<file path="src/rtl/sys_defs.sv">
// Shared widths and reservation-station entry types.
// Holds RS_SRC/RS_ENTRY plus the operand wakeup helper.
package sys_defs;

  localparam int XLEN  = 32;
  localparam int TAG_W = 3;
  localparam int OP_W  = 8;

  typedef struct packed {
    logic            rdy;
    logic [TAG_W-1:0] tag;
    logic [XLEN-1:0]  val;
  } RS_SRC;

  typedef struct packed {
    logic            busy;
    logic [OP_W-1:0]  op;
    logic [TAG_W-1:0] dest_tag;
    RS_SRC           src1;
    RS_SRC           src2;
  } RS_ENTRY;

  // A pending operand captures the broadcast value on a tag match.
  function automatic RS_SRC src_wake(
    input RS_SRC            s,
    input logic             v,
    input logic [TAG_W-1:0] t,
    input logic [XLEN-1:0]  d
  );
    RS_SRC r;
    r = s;
    if (!s.rdy && v && (s.tag == t)) begin
      r.rdy = 1'b1;
      r.val = d;
    end
    return r;
  endfunction

endpackage

</file>
<file path="src/rtl/cdb_rs_if.sv">
// Dispatch, CDB snoop and issue handshake bundle.
// master: dispatch/CDB/FU side; slave: reservation station.
interface cdb_rs_if #(
  parameter int NUM_ENTRIES = 4,
  parameter int TAG_W       = sys_defs::TAG_W,
  parameter int OP_W        = sys_defs::OP_W
);
  localparam int XLEN = sys_defs::XLEN;
  localparam int CW   = $clog2(NUM_ENTRIES + 1);

  logic             dispatch_valid;
  logic             dispatch_ready;
  logic [OP_W-1:0]  dispatch_op;
  logic [TAG_W-1:0] dispatch_dest_tag;
  logic             dispatch_src1_rdy;
  logic [TAG_W-1:0] dispatch_src1_tag;
  logic [XLEN-1:0]  dispatch_src1_val;
  logic             dispatch_src2_rdy;
  logic [TAG_W-1:0] dispatch_src2_tag;
  logic [XLEN-1:0]  dispatch_src2_val;
  logic             cdb_valid;
  logic [TAG_W-1:0] cdb_tag;
  logic [XLEN-1:0]  cdb_value;
  logic             issue_valid;
  logic             issue_ready;
  logic [OP_W-1:0]  issue_op;
  logic [TAG_W-1:0] issue_dest_tag;
  logic [XLEN-1:0]  issue_src1;
  logic [XLEN-1:0]  issue_src2;
  logic [CW-1:0]    occupancy;

  modport master (
    output dispatch_valid, dispatch_op, dispatch_dest_tag,
    output dispatch_src1_rdy, dispatch_src1_tag, dispatch_src1_val,
    output dispatch_src2_rdy, dispatch_src2_tag, dispatch_src2_val,
    output cdb_valid, cdb_tag, cdb_value, issue_ready,
    input  dispatch_ready, issue_valid, issue_op, issue_dest_tag,
    input  issue_src1, issue_src2, occupancy
  );

  modport slave (
    input  dispatch_valid, dispatch_op, dispatch_dest_tag,
    input  dispatch_src1_rdy, dispatch_src1_tag, dispatch_src1_val,
    input  dispatch_src2_rdy, dispatch_src2_tag, dispatch_src2_val,
    input  cdb_valid, cdb_tag, cdb_value, issue_ready,
    output dispatch_ready, issue_valid, issue_op, issue_dest_tag,
    output issue_src1, issue_src2, occupancy
  );

endinterface

</file>
<file path="src/rtl/rs_psel.sv">
// Lowest-index priority selector.
// i_req: request vector; o_gnt: one-hot grant; o_valid: any request.
module rs_psel #(
  parameter int N = 4
) (
  input  logic [N-1:0] i_req,
  output logic [N-1:0] o_gnt,
  output logic         o_valid
);

  // Two's-complement trick isolates the lowest set bit.
  assign o_gnt   = i_req & (~i_req + N'(1));
  assign o_valid = |i_req;

endmodule

</file>
<file path="src/rtl/cdb_rs.sv">
// CDB-snooping reservation station feeding one functional unit.
// Ports: clock, reset_n, flush, bus (cdb_rs_if.slave).
module cdb_rs #(
  parameter int NUM_ENTRIES = 4,
  parameter int TAG_W       = sys_defs::TAG_W,
  parameter int OP_W        = sys_defs::OP_W
) (
  input logic        clock,
  input logic        reset_n,
  input logic        flush,
  cdb_rs_if.slave    bus
);
  import sys_defs::*;

  localparam int CW = $clog2(NUM_ENTRIES + 1);

  RS_ENTRY r_ent [NUM_ENTRIES];
  logic [CW-1:0] r_occ;

  logic [NUM_ENTRIES-1:0] w_free;
  logic [NUM_ENTRIES-1:0] w_rdy;
  logic [NUM_ENTRIES-1:0] w_free_gnt;
  logic [NUM_ENTRIES-1:0] w_iss_gnt;
  logic w_free_any;
  logic w_iss_any;
  logic w_dfire;
  logic w_ifire;
  RS_SRC   w_s1;
  RS_SRC   w_s2;
  RS_ENTRY w_new;

  always_comb begin
    w_free = '0;
    w_rdy  = '0;
    for (int i = 0; i < NUM_ENTRIES; i++) begin
      w_free[i] = ~r_ent[i].busy;
      w_rdy[i]  = r_ent[i].busy & r_ent[i].src1.rdy
                & r_ent[i].src2.rdy;
    end
  end

  rs_psel #(.N(NUM_ENTRIES)) u_free_sel (
    .i_req  (w_free),
    .o_gnt  (w_free_gnt),
    .o_valid(w_free_any)
  );

  rs_psel #(.N(NUM_ENTRIES)) u_iss_sel (
    .i_req  (w_rdy),
    .o_gnt  (w_iss_gnt),
    .o_valid(w_iss_any)
  );

  assign bus.dispatch_ready = w_free_any;
  assign bus.issue_valid    = w_iss_any;
  assign bus.occupancy      = r_occ;

  // Flush drops the dispatch; issue still completes on the FU side.
  assign w_dfire = bus.dispatch_valid & w_free_any & ~flush;
  assign w_ifire = w_iss_any & bus.issue_ready;

  always_comb begin
    w_s1.rdy = bus.dispatch_src1_rdy;
    w_s1.tag = bus.dispatch_src1_tag;
    w_s1.val = bus.dispatch_src1_val;
    w_s2.rdy = bus.dispatch_src2_rdy;
    w_s2.tag = bus.dispatch_src2_tag;
    w_s2.val = bus.dispatch_src2_val;
    // Same-cycle broadcast is bypassed into the new entry.
    w_new.busy     = 1'b1;
    w_new.op       = bus.dispatch_op;
    w_new.dest_tag = bus.dispatch_dest_tag;
    w_new.src1     = src_wake(w_s1, bus.cdb_valid,
                              bus.cdb_tag, bus.cdb_value);
    w_new.src2     = src_wake(w_s2, bus.cdb_valid,
                              bus.cdb_tag, bus.cdb_value);
  end

  always_comb begin
    bus.issue_op       = '0;
    bus.issue_dest_tag = '0;
    bus.issue_src1     = '0;
    bus.issue_src2     = '0;
    for (int i = 0; i < NUM_ENTRIES; i++) begin
      if (w_iss_gnt[i]) begin
        bus.issue_op       = r_ent[i].op;
        bus.issue_dest_tag = r_ent[i].dest_tag;
        bus.issue_src1     = r_ent[i].src1.val;
        bus.issue_src2     = r_ent[i].src2.val;
      end
    end
  end

  always_ff @(posedge clock or negedge reset_n) begin
    if (!reset_n) begin
      for (int i = 0; i < NUM_ENTRIES; i++)
        r_ent[i] <= '0;
      r_occ <= '0;
    end else if (flush) begin
      for (int i = 0; i < NUM_ENTRIES; i++)
        r_ent[i].busy <= 1'b0;
      r_occ <= '0;
    end else begin
      for (int i = 0; i < NUM_ENTRIES; i++) begin
        if (r_ent[i].busy) begin
          r_ent[i].src1 <= src_wake(r_ent[i].src1,
                             bus.cdb_valid, bus.cdb_tag,
                             bus.cdb_value);
          r_ent[i].src2 <= src_wake(r_ent[i].src2,
                             bus.cdb_valid, bus.cdb_tag,
                             bus.cdb_value);
          if (bus.issue_ready && w_iss_gnt[i])
            r_ent[i].busy <= 1'b0;
        end else if (w_dfire && w_free_gnt[i]) begin
          r_ent[i] <= w_new;
        end
      end
      r_occ <= r_occ + CW'(w_dfire) - CW'(w_ifire);
    end
  end

endmodule

</file>
<file path="src/flat_wrapper.sv">
// flat-port wrapper written by rule: the top's interface ports become plain ports
module cdb_rs_flat import sys_defs::*;
#(
  parameter int NUM_ENTRIES = 4,
  parameter int TAG_W       = sys_defs::TAG_W,
  parameter int OP_W        = sys_defs::OP_W
)
  (clock, reset_n, flush, bus_dispatch_valid, bus_dispatch_op, bus_dispatch_dest_tag, bus_dispatch_src1_rdy, bus_dispatch_src1_tag, bus_dispatch_src1_val, bus_dispatch_src2_rdy, bus_dispatch_src2_tag, bus_dispatch_src2_val, bus_cdb_valid, bus_cdb_tag, bus_cdb_value, bus_issue_ready, bus_dispatch_ready, bus_issue_valid, bus_issue_op, bus_issue_dest_tag, bus_issue_src1, bus_issue_src2, bus_occupancy);
  cdb_rs_if #(.NUM_ENTRIES(NUM_ENTRIES), .TAG_W(TAG_W), .OP_W(OP_W)) bus_i ();
  input logic clock;
  input logic reset_n;
  input logic flush;
  input wire logic [$bits(bus_i.dispatch_valid)-1:0] bus_dispatch_valid;
  input wire logic [$bits(bus_i.dispatch_op)-1:0] bus_dispatch_op;
  input wire logic [$bits(bus_i.dispatch_dest_tag)-1:0] bus_dispatch_dest_tag;
  input wire logic [$bits(bus_i.dispatch_src1_rdy)-1:0] bus_dispatch_src1_rdy;
  input wire logic [$bits(bus_i.dispatch_src1_tag)-1:0] bus_dispatch_src1_tag;
  input wire logic [$bits(bus_i.dispatch_src1_val)-1:0] bus_dispatch_src1_val;
  input wire logic [$bits(bus_i.dispatch_src2_rdy)-1:0] bus_dispatch_src2_rdy;
  input wire logic [$bits(bus_i.dispatch_src2_tag)-1:0] bus_dispatch_src2_tag;
  input wire logic [$bits(bus_i.dispatch_src2_val)-1:0] bus_dispatch_src2_val;
  input wire logic [$bits(bus_i.cdb_valid)-1:0] bus_cdb_valid;
  input wire logic [$bits(bus_i.cdb_tag)-1:0] bus_cdb_tag;
  input wire logic [$bits(bus_i.cdb_value)-1:0] bus_cdb_value;
  input wire logic [$bits(bus_i.issue_ready)-1:0] bus_issue_ready;
  output wire logic [$bits(bus_i.dispatch_ready)-1:0] bus_dispatch_ready;
  output wire logic [$bits(bus_i.issue_valid)-1:0] bus_issue_valid;
  output wire logic [$bits(bus_i.issue_op)-1:0] bus_issue_op;
  output wire logic [$bits(bus_i.issue_dest_tag)-1:0] bus_issue_dest_tag;
  output wire logic [$bits(bus_i.issue_src1)-1:0] bus_issue_src1;
  output wire logic [$bits(bus_i.issue_src2)-1:0] bus_issue_src2;
  output wire logic [$bits(bus_i.occupancy)-1:0] bus_occupancy;
  assign bus_i.dispatch_valid = bus_dispatch_valid;
  assign bus_i.dispatch_op = bus_dispatch_op;
  assign bus_i.dispatch_dest_tag = bus_dispatch_dest_tag;
  assign bus_i.dispatch_src1_rdy = bus_dispatch_src1_rdy;
  assign bus_i.dispatch_src1_tag = bus_dispatch_src1_tag;
  assign bus_i.dispatch_src1_val = bus_dispatch_src1_val;
  assign bus_i.dispatch_src2_rdy = bus_dispatch_src2_rdy;
  assign bus_i.dispatch_src2_tag = bus_dispatch_src2_tag;
  assign bus_i.dispatch_src2_val = bus_dispatch_src2_val;
  assign bus_i.cdb_valid = bus_cdb_valid;
  assign bus_i.cdb_tag = bus_cdb_tag;
  assign bus_i.cdb_value = bus_cdb_value;
  assign bus_i.issue_ready = bus_issue_ready;
  assign bus_dispatch_ready = bus_i.dispatch_ready;
  assign bus_issue_valid = bus_i.issue_valid;
  assign bus_issue_op = bus_i.issue_op;
  assign bus_issue_dest_tag = bus_i.issue_dest_tag;
  assign bus_issue_src1 = bus_i.issue_src1;
  assign bus_issue_src2 = bus_i.issue_src2;
  assign bus_occupancy = bus_i.occupancy;
  cdb_rs #(.NUM_ENTRIES(NUM_ENTRIES), .TAG_W(TAG_W), .OP_W(OP_W)) u_core (.clock(clock), .reset_n(reset_n), .flush(flush), .bus(bus_i));
endmodule
</file>
<file path="config.mk">
export PLATFORM = sky130hd
export DESIGN_NAME = cdb_rs_flat
export DESIGN_NICKNAME = d
export VERILOG_FILES = /design/src/rtl/sys_defs.sv /design/src/rtl/cdb_rs_if.sv /design/src/rtl/rs_psel.sv /design/src/rtl/cdb_rs.sv /design/src/flat_wrapper.sv
export SDC_FILE = /design/constraint.sdc
export NUM_CORES = 1
export LEC_CHECK = 0
export CAP_MARGIN = 10
export CORE_MARGIN = 2
export CORE_UTILIZATION = 26
export DETAILED_ROUTE_END_ITERATION = 10
export GPL_ROUTABILITY_DRIVEN = 1
export HOLD_SLACK_MARGIN = 0.15
export PLACE_DENSITY = 0.45
export SKIP_LAST_GASP = 1
export SLEW_MARGIN = 30
export SYNTH_ARGS = -nofsm -noshare
export SYNTH_HDL_FRONTEND = slang
export SYNTH_HIERARCHICAL = 1
export SYNTH_SLANG_ARGS = --single-unit
</file>
<file path="constraint.sdc">
create_clock -name clock -period 4.3 [get_ports clock]
set_input_delay 0.86 -clock clock [delete_from_list [all_inputs] [get_ports clock]]
set_output_delay 0.86 -clock clock [all_outputs]
set_load 0.01 [all_outputs]
</file>
### Clock distribution, run 1

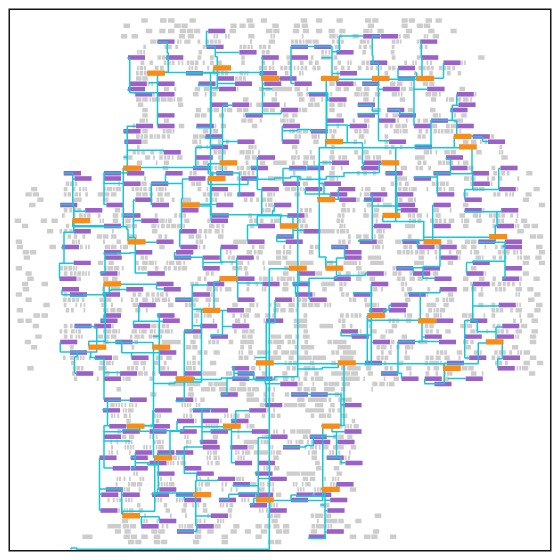
[flip-flops] purple | count: 339
[clock drivers] orange | count: 43
[clock wires] cyan | length: 5570 microns
routed clock nets	44
flops lie	widely spread
Setup Skew: 0.01561 ns
Clk pwr share: 36.2%
P_clk: 3.61 mW

### The clock network, run 1

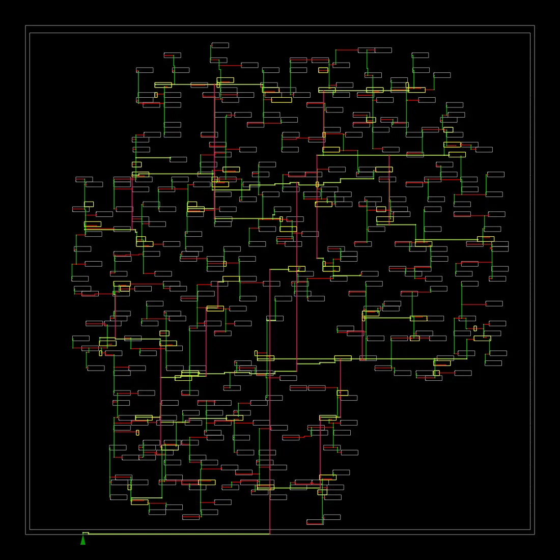
clk sinks: 339
clk latency late pin: 0.57 ns
num sequential: 339
clock buffers: 69

==> run summary, run 1 <==
run metrics: status finished clean, Power Total approximately 10 mW, Top Layer Used met5, vias in the first global route 19960, Comb/total area between 30 and 40%, Fillers 7676, met1 Use GR between 20% and 30%, total grt overflow 0, Via density ~6, grt met3 use ~3.8%, CP Data Arrival Time 3.33 ns, initial antenna violation count 5, Yosys warning count 6, slew at the pin closest to its max-slew limit around 0.83 ns, max-cap check violation count 0, Crit path buffers/inverters 3, Non-CTS buffers roughly 280, GR Util met2 a little over a third, clock-pin slew on the worst setup and hold paths ~0.060 ns, max FFs per register around 340, nature of the critical path endpoint output pin, CP max stage delay a little under 0.6 ns, critical path class register to output pin, tap cells just under 1000, Mapped Nets approximately 2400, Slew headroom 44.77%, final hold slack between 0.2 and 0.3 ns, share of cells above drive strength 1 around 7.7%, global route hottest layer met2, cells along the critical path inv_1, nor3_1, nor3b_4, buf_12, a221oi_1, a211o_1, nand2_1, clkdlybuf4s50_1, First-pass DRT Iterations 6, Yosys top cell by instances nand2_1, worst setup path endpoint bus_issue_src1[29], Post-Synth XOR/XNOR Area 1.466%, Logic Gate Count between 1500 and 2000, post-route design area 24260 sq um, GRT Overall Usage between 20% and 30%, IO Pins 204, Die Y between 200 and 300 microns, Max Clock Freq 0.2389 GHz, pre-CTS WS 0.5407 ns, Simple Share, Synth about a fifth, comb pwr around 2.2 mW, Pleak 9.974 nW, wire per inst between 20 and 30 microns, r2r endpoint u_core/r_ent[119], mapped cell area around 20000 sq um, Logic family by area AND-OR/OR-AND gates
### Placed cells, one colour a class, run 1

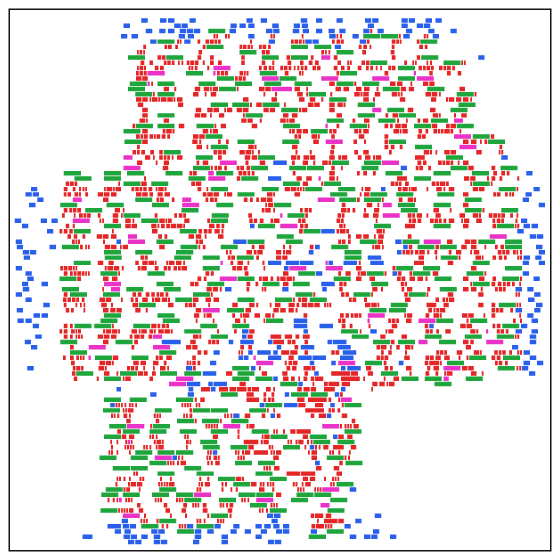
class	colour	cells	share of their area
combinational and other logic	red	1657	44%
clock drivers and dummy loads	magenta	74	6.0%
sequential cells	green	339	37%
remaining buffers and delay cells	blue	281	13%
row count: 100
Core Area: 74570 sq um
sequential share of cell area: 34.97%

### Sequential cells grouped by signal name, run 1

Bar = 100 microns. Other cells in grey.
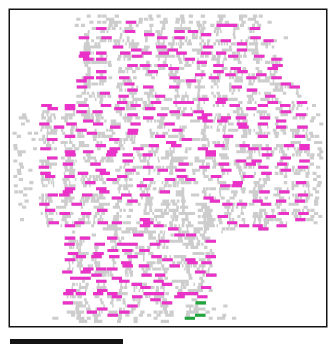
name in the netlist	colour	flops
u_core/bus.occupancy	green	3
u_core/r_ent	magenta	336
Seq. pwr: 4.15 mW
Flop area: 8483 sq um
Core Util, Final: 32.53%

### Cell sizes after repair, run 1

Bar = 100 microns.
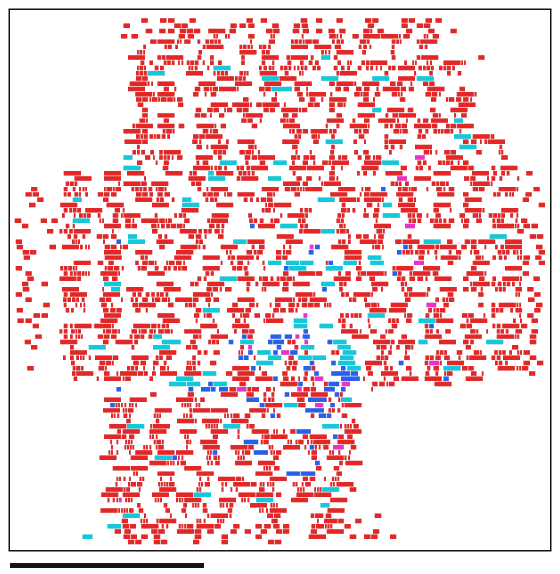

==> inputs of run 2 (changes only) <==
==> constraint.sdc (replaced) <==
create_clock -name clock -period 4.3 [get_ports clock]
set_input_delay 0.43 -clock clock [delete_from_list [all_inputs] [get_ports clock]]
set_output_delay 0.43 -clock clock [all_outputs]
set_load 0.01 [all_outputs]
### Cell sizes after repair, run 2

Bar = 100 microns.
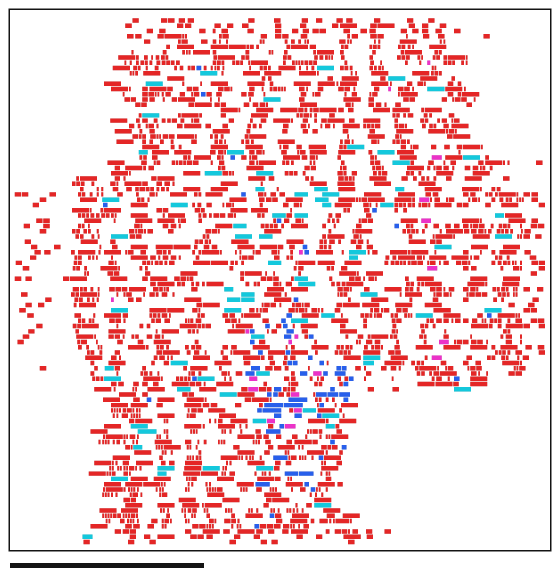
size	colour	cells	share
_3 and _4 cells	blue	69	3.0%
_0 and _1 cells	red	2174	93%
_2 cells	magenta	20	0.86%
_6 and larger	cyan	75	3.2%
Non-CTS buffers: 270
Area Overhead vs Synth: 22.01%
Final WS setup: 0.1522 ns
post-route design area: 23960 sq um

==> run summary, run 2 <==
run metrics: total grt overflow 0 (unchanged), worst setup path endpoint bus_issue_src2[30], Comb/total area 40.17% (+0.48 points), Post-route DRC 0, Power Total 9.829 mW (-1.6%), P_clk 3.46 mW (-4%), clk latency late pin 0.57 ns (about the same), global route hottest layer met2, Port Buffers between 200 and 250, initial antenna violation count 6 (+1), Commonest flop dfrtp_1, Logic Gate Count 1515 (unchanged), r2r endpoint u_core/r_ent[120], Clk pwr share 35.2% (-1.0 points), Die Y 278.8 microns (unchanged), area leader, netlist dfrtp_1, comb pwr 2.21 mW (about the same), Syn Inst Count 2279, Flop area 8483 sq um (unchanged), Fillers 7733 (+0.74%), Crit path buffers/inverters 3 (unchanged), IO Pins 204 (unchanged), cells along the critical path inv_1, nor3_1, nor3b_2, buf_12, a221oi_1, a211o_1, nand2_1, clkdlybuf4s50_1, minimum clock period between 4 and 5 ns, Pleak 9.838 nW (-1.4%), ClkCell Share 5.406%, grt met3 use 3.774% (-0.033 points), vias in the first global route 19420 (-2.7%), share of cells above drive strength 1 7.015% (-0.64 points), wire per inst 26.27 microns (+0.79%), Seq. pwr 4.16 mW (about the same), critical path class register to output pin, Top Layer Used met5, Num CTS Buffers between 40 and 50, clock buffers 67 (-2.9%), ys async rst share 100.0%, Core Util, Final 32.12% (-0.41 points), CP required approximately 3.9 ns, CP Data Arrival Time 3.72 ns (+0.39 ns), Setup Skew 0.01754 ns (+0.001928 ns), CP max stage delay 0.59 ns (about the same), Yosys warning count 6 (unchanged), Final nets 2437, Synth mux share less than 1%, clock-pin slew on the worst setup and hold paths 0.06 ns (about the same), Cell Type Count roughly 46, mapped cell area 19630 sq um (unchanged), Yosys top cell by instances nand2_1, num sequential 339 (unchanged), Logic family by area AND-OR/OR-AND gates, Top-area cell share 43.21%, GRT Overall Usage 21.85% (+0.043 points), final hold slack 0.3729 ns (+0.1183 ns), sequential group share of total power a little over two fifths, PD cells 410.3 nW/um^2, nature of the critical path endpoint output pin, Mapped Nets 2406 (unchanged), met1 Use GR 28.65% (+0.58 points), pre-CTS WS 0.7673 ns (+0.2265 ns), Simple Share, Synth 18.98% (unchanged), Slew headroom 44.45% (-0.33 points), row count 100 (unchanged), yosys cell count approximately 2300, status finished clean, adder share less than 1%, Max Clock Freq 0.2411 GHz (+0.94%), max FFs per register 336 (unchanged), switching power share of the total about 31%, Core Area 74570 sq um (unchanged), Via density 5.933 (-0.52%), max-cap check violation count 0 (unchanged), First-pass DRT Iterations 6 (unchanged), clk sinks 339 (unchanged), H-tree depth 2, Largest Pwr Group sequential cells, tap cells 969 (unchanged), # placed instances between 3000 and 4000, slew at the pin closest to its max-slew limit 0.8333 ns (+0.004878 ns), Post-Synth XOR/XNOR Area 1.466% (unchanged), sequential share of cell area 35.41% (+0.44 points), logic depth of the worst setup path including buffers 8, Placed Area about 23000 sq um, final std cells w/o fill about 3300, GR Util met2 36.42% (-0.058 points)
Power and IR drop assume default switching activity.
